==> images/clock_wires.png <==
Bar = 20 um.
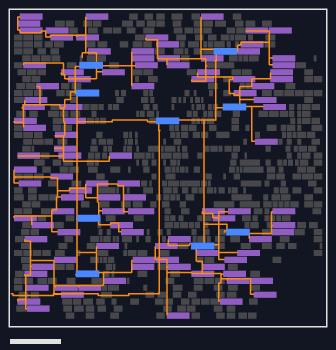
==> images/placed.png <==
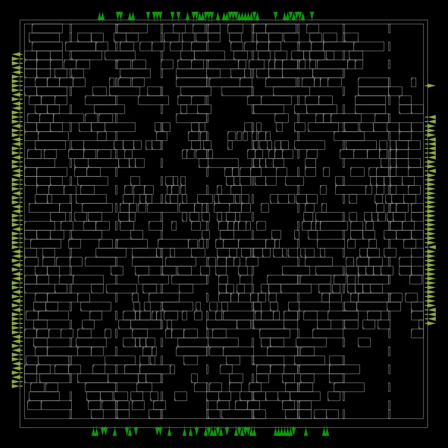
==> images/gates.png <==
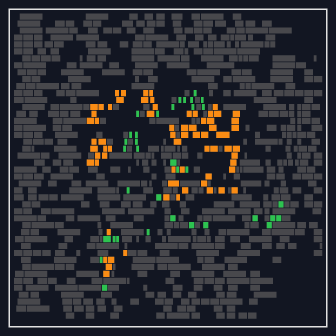
==> images/m2.png <==
Cells faint in the background.
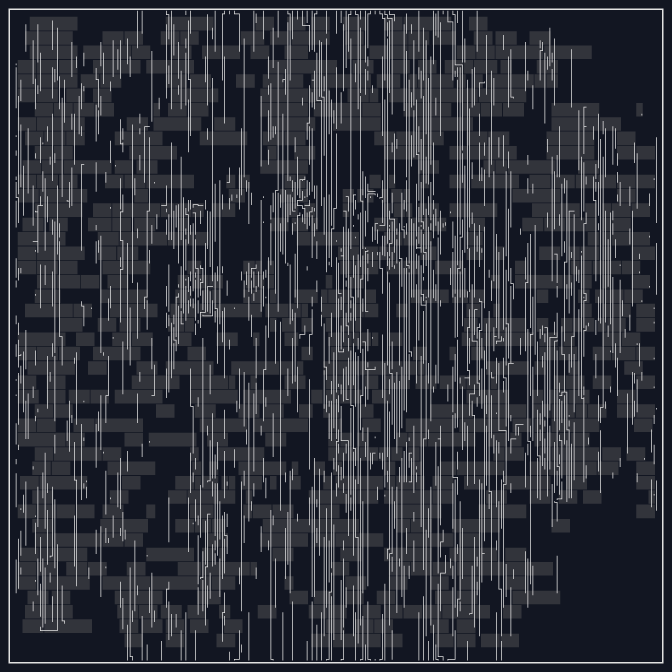
<file path="src/rtl/load_store_unit.sv">
// Load/store unit: turns one pipeline memory request at a time into word-wide
// accesses on a single-port data memory. Sub-word stores are done as
// read-modify-write. Misaligned or reserved-size requests complete with an error
// and never touch memory.
module load_store_unit #(
  parameter bit BIG_ENDIAN = 1'b1
) (
  input  logic        clock,
  input  logic        reset,
  input  logic        req_valid,
  output logic        req_ready,
  input  logic        req_store,
  input  logic [1:0]  req_size,
  input  logic        req_signed,
  input  logic [31:0] req_addr,
  input  logic [31:0] req_wdata,
  output logic        resp_valid,
  output logic        resp_error,
  output logic [31:0] resp_rdata,
  output logic [31:0] mem_addr,
  output logic        mem_write_enable,
  output logic [31:0] mem_write_data,
  input  logic [31:0] mem_read_data
);

  localparam logic [1:0] SizeByte = 2'b00;
  localparam logic [1:0] SizeHalf = 2'b01;
  localparam logic [1:0] SizeWord = 2'b10;

  typedef enum logic [1:0] {StIdle, StRead, StWrite, StResp} state_e;

  state_e      state_q, state_d;
  logic        store_q;
  logic [1:0]  size_q;
  logic        signed_q;
  logic [31:0] addr_q;
  logic [31:0] wdata_q;
  logic [31:0] word_q;
  logic        error_q;

  logic        accept;
  logic        req_misaligned;
  logic [4:0]  lane_shift;
  logic [31:0] lane_word;
  logic [31:0] lane_mask;
  logic [31:0] load_data;
  logic [31:0] store_word;

  assign accept = (state_q == StIdle) && req_valid;

  // Classify the incoming request: misaligned halves/words and the reserved size.
  always_comb begin
    req_misaligned = 1'b0;
    unique case (req_size)
      SizeByte: req_misaligned = 1'b0;
      SizeHalf: req_misaligned = req_addr[0];
      SizeWord: req_misaligned = |req_addr[1:0];
      default:  req_misaligned = 1'b1;
    endcase
  end

  // State register.
  always_ff @(posedge clock or posedge reset) begin
    if (reset) begin
      state_q <= StIdle;
    end else begin
      state_q <= state_d;
    end
  end

  // Next-state: errors skip memory, word stores skip the read, sub-word stores do RMW.
  always_comb begin
    state_d = state_q;
    unique case (state_q)
      StIdle: begin
        if (req_valid) begin
          if (req_misaligned) begin
            state_d = StResp;
          end else if (req_store && (req_size == SizeWord)) begin
            state_d = StWrite;
          end else begin
            state_d = StRead;
          end
        end
      end
      StRead:  state_d = store_q ? StWrite : StResp;
      StWrite: state_d = StResp;
      StResp:  state_d = StIdle;
      default: state_d = StIdle;
    endcase
  end

  // Request fields latched on accept; memory word captured at the end of READ.
  always_ff @(posedge clock or posedge reset) begin
    if (reset) begin
      store_q  <= 1'b0;
      size_q   <= 2'b00;
      signed_q <= 1'b0;
      addr_q   <= 32'h0;
      wdata_q  <= 32'h0;
      word_q   <= 32'h0;
      error_q  <= 1'b0;
    end else begin
      if (accept) begin
        store_q  <= req_store;
        size_q   <= req_size;
        signed_q <= req_signed;
        addr_q   <= req_addr;
        wdata_q  <= req_wdata;
        error_q  <= req_misaligned;
      end
      if (state_q == StRead) begin
        word_q <= mem_read_data;
      end
    end
  end

  // Bit position of the addressed lane inside the word; big-endian puts offset 0 at the top.
  always_comb begin
    lane_shift = 5'd0;
    case (size_q)
      SizeByte: lane_shift = BIG_ENDIAN ? {~addr_q[1:0], 3'b000} : {addr_q[1:0], 3'b000};
      SizeHalf: lane_shift = BIG_ENDIAN ? {~addr_q[1], 4'b0000} : {addr_q[1], 4'b0000};
      default:  lane_shift = 5'd0;
    endcase
  end

  assign lane_word = word_q >> lane_shift;

  // Load extraction: right-align the lane, then sign- or zero-extend.
  always_comb begin
    load_data = word_q;
    case (size_q)
      SizeByte: load_data = signed_q ? {{24{lane_word[7]}}, lane_word[7:0]}
                                     : {24'h0, lane_word[7:0]};
      SizeHalf: load_data = signed_q ? {{16{lane_word[15]}}, lane_word[15:0]}
                                     : {16'h0, lane_word[15:0]};
      default:  load_data = word_q;
    endcase
  end

  // Store merge: replace only the addressed lane of the captured word.
  always_comb begin
    lane_mask  = 32'h0;
    store_word = wdata_q;
    case (size_q)
      SizeByte: begin
        lane_mask  = 32'h0000_00ff << lane_shift;
        store_word = (word_q & ~lane_mask) | ({24'h0, wdata_q[7:0]} << lane_shift);
      end
      SizeHalf: begin
        lane_mask  = 32'h0000_ffff << lane_shift;
        store_word = (word_q & ~lane_mask) | ({16'h0, wdata_q[15:0]} << lane_shift);
      end
      default: begin
        lane_mask  = 32'hffff_ffff;
        store_word = wdata_q;
      end
    endcase
  end

  // Outputs decode straight from state so an async reset drops the write strobe at once.
  always_comb begin
    req_ready        = 1'b0;
    resp_valid       = 1'b0;
    resp_error       = 1'b0;
    resp_rdata       = 32'h0;
    mem_write_enable = 1'b0;
    mem_write_data   = 32'h0;
    mem_addr         = {addr_q[31:2], 2'b00};
    unique case (state_q)
      StIdle:  req_ready = 1'b1;
      StRead:  ;
      StWrite: begin
        mem_write_enable = 1'b1;
        mem_write_data   = store_word;
      end
      StResp: begin
        resp_valid = 1'b1;
        resp_error = error_q;
        if (!error_q && !store_q) begin
          resp_rdata = load_data;
        end
      end
      default: ;
    endcase
  end

endmodule

</file>
<file path="config.mk">
export PLATFORM = sky130hd
export DESIGN_NAME = load_store_unit
export DESIGN_NICKNAME = d
export VERILOG_FILES = /design/src/rtl/load_store_unit.sv
export SDC_FILE = /design/constraint.sdc
export NUM_CORES = 1
export LEC_CHECK = 0
export CORE_UTILIZATION = 40
export CTS_CLUSTER_SIZE = 28
export DETAILED_ROUTE_END_ITERATION = 10
export PLACE_DENSITY = 0.72
export RECOVER_POWER = 50
export SYNTH_ARGS = -nofsm -noshare
export SYNTH_HDL_FRONTEND = slang
export SYNTH_SLANG_ARGS = --single-unit
</file>
<file path="constraint.sdc">
create_clock -name clock -period 3.7 [get_ports clock]
set_input_delay 0.555 -clock clock [delete_from_list [all_inputs] [get_ports clock]]
set_output_delay 0.555 -clock clock [all_outputs]
set_load 0.02 [all_outputs]
</file>
==> results.yml <==
# yosys + openroad results
status:
  outcome: "finished with violations"
  violations: "max-capacitance violations, max-slew violations"
synthesis:
  ys_ff: 103
  syn_area_per_cell_um2: 11.0
  yosys-top-cells-count: "103 x dfrtp_1, 100 x mux2_2, 34 x nor3_1"
  top_cells_by_area: "dfrtp_1 44%, mux2_2 19%, buf_4 4.1%"
  yosysCellCount: 538
  yosysUniqueCellTypes: 39
clock_network:
  cts_buffers: 9
  htree_levels: 3
  clkSinkCount: 103
  clk_pin_slew_ps: 70
  ctsLongestPathBuffers: 2
setup_path:
  critPathBufInv: 3
  ff2ff_setup_slack_ps: 1140
run:
  cap_violations: 2
power:
  power.density_nw_per_um2: 963
  power.total_mw: 7.89
  netSwitchingFraction: 0.432
  p_int_mw: 4.48
grt:
  grt_usage: 0.249
place:
  io_buffers: 200
  place_hpwl_um: 13800
timing:
  period_used_share: 0.951
  slew_viol_final: 90
  holdWs_ps: 500
drt:
  dr.pass1.iters: 4
  wl_per_cell_um: 20.6
  drc: 0
final_layout:
  num_antenna_cells: 0
Notes on clock_wires.png above:
- flip-flops: purple (count 103)
- clock wires: orange (length 1300 um)
- clock-net drivers: blue (count 9)
- flops lie: widely spread
- routed clock nets: 10

Notes on placed.png above:
Well Taps: 184
final std cells w/o fill: 882
Site Rows: 44
final core utilization: 0.566

Notes on gates.png above:
- nand cells: green (cells 35)
- aoi and oai cells: orange (cells 68)

Notes on m2.png above:
- wire length on this layer: 8760 um
- longest straight run: 47.4 um
vias: 4919
routing usage on met2: 0.403

## worst min-delay path by stage
stage,start,end,slack (ps),depth (start not counted)
2_1_floorplan,error_q$_DFFE_PP0P_,error_q$_DFFE_PP0P_,460,2
3_3_place_gp,addr_q[22]$_DFFE_PP0P_,addr_q[22]$_DFFE_PP0P_,490,1
3_5_place_dp,addr_q[20]$_DFFE_PP0P_,addr_q[20]$_DFFE_PP0P_,490,1
4_1_cts,addr_q[19]$_DFFE_PP0P_,addr_q[19]$_DFFE_PP0P_,510,1
5_1_grt,addr_q[29]$_DFFE_PP0P_,addr_q[29]$_DFFE_PP0P_,520,1
6_report,addr_q[19]$_DFFE_PP0P_,addr_q[19]$_DFFE_PP0P_,500,1
## metal layers
metal	part of all wire	GRT usage	vias up	wire [um]
li1	-	-	2226	-
met1	0.41	0.317	2412	7410
met2	0.48	0.403	253	8760
met3	0.087	0.0618	28	1580
met4	0.022	0.0986	0	407
met5	0	0	-	0
## logic make-up after synthesis
logic type	share of synthesized area
DFF	0.436
AOI/OAI and AO/OA	0.101
other	0.000634
and+or+nand+nor	0.138
adders and majority gates	0.0169
buffers and inverters	0.0759
muxes	0.232
## state kept, by name, indices dropped and copies added, names as in the netlist
signal,count
addr_q,32
wdata_q,32
word_q,32
size_q,2
state_q,2
error_q,1
signed_q,1
store_q,1
## layout by cell type (no fill, tap or decap), types with 9 or more instances in the layout
| master | n |
|---|---|
| inv_1 | 11 |
| and2_1 | 10 |
| nor3_1 | 34 |
| buf_4 | 9 |
| mux2_2 | 100 |
| clkbuf_16 | 9 |
| dfrtp_1 | 102 |
| dlygate4sd3_1 | 18 |
| nand2b_1 | 9 |
| o21ai_0 | 9 |
| dlymetal6s2s_1 | 12 |
| nor2_1 | 13 |
| nand2_1 | 23 |
| mux2i_1 | 9 |
| o22ai_1 | 16 |
| a221oi_1 | 23 |
| and3_1 | 10 |
| nor2b_1 | 31 |
| clkdlybuf4s50_1 | 170 |
## timing repair
item                                    4_1_cts  5_1_grt
endpoints found under the setup margin        0       31
resized                                       0       17
endpoints found under the hold margin         0        0
hold buffers                                  0        0
## final cells by class
type	count	area, um2
well taps	184	230
multi-input cells	355	2910
inverters	11	41.3
repair buffers	213	2130
flip-flops and latches	103	2580
clock inverters	6	67.6
clock buffers	10	229
fillers	1253	6280
## power by group through the flow
stage / clock network (mW) / logic, mW / registers (mW)
floorplan: 0 / 3.24 / 2.06
global placement: 0 / 4.43 / 2.43
detailed placement: 0 / 4.50 / 2.45
CTS: 0.986 / 4.52 / 2.44
global route: 1.03 / 4.83 / 2.53
finish: 0.958 / 4.48 / 2.45
Power and IR drop assume default switching activity.
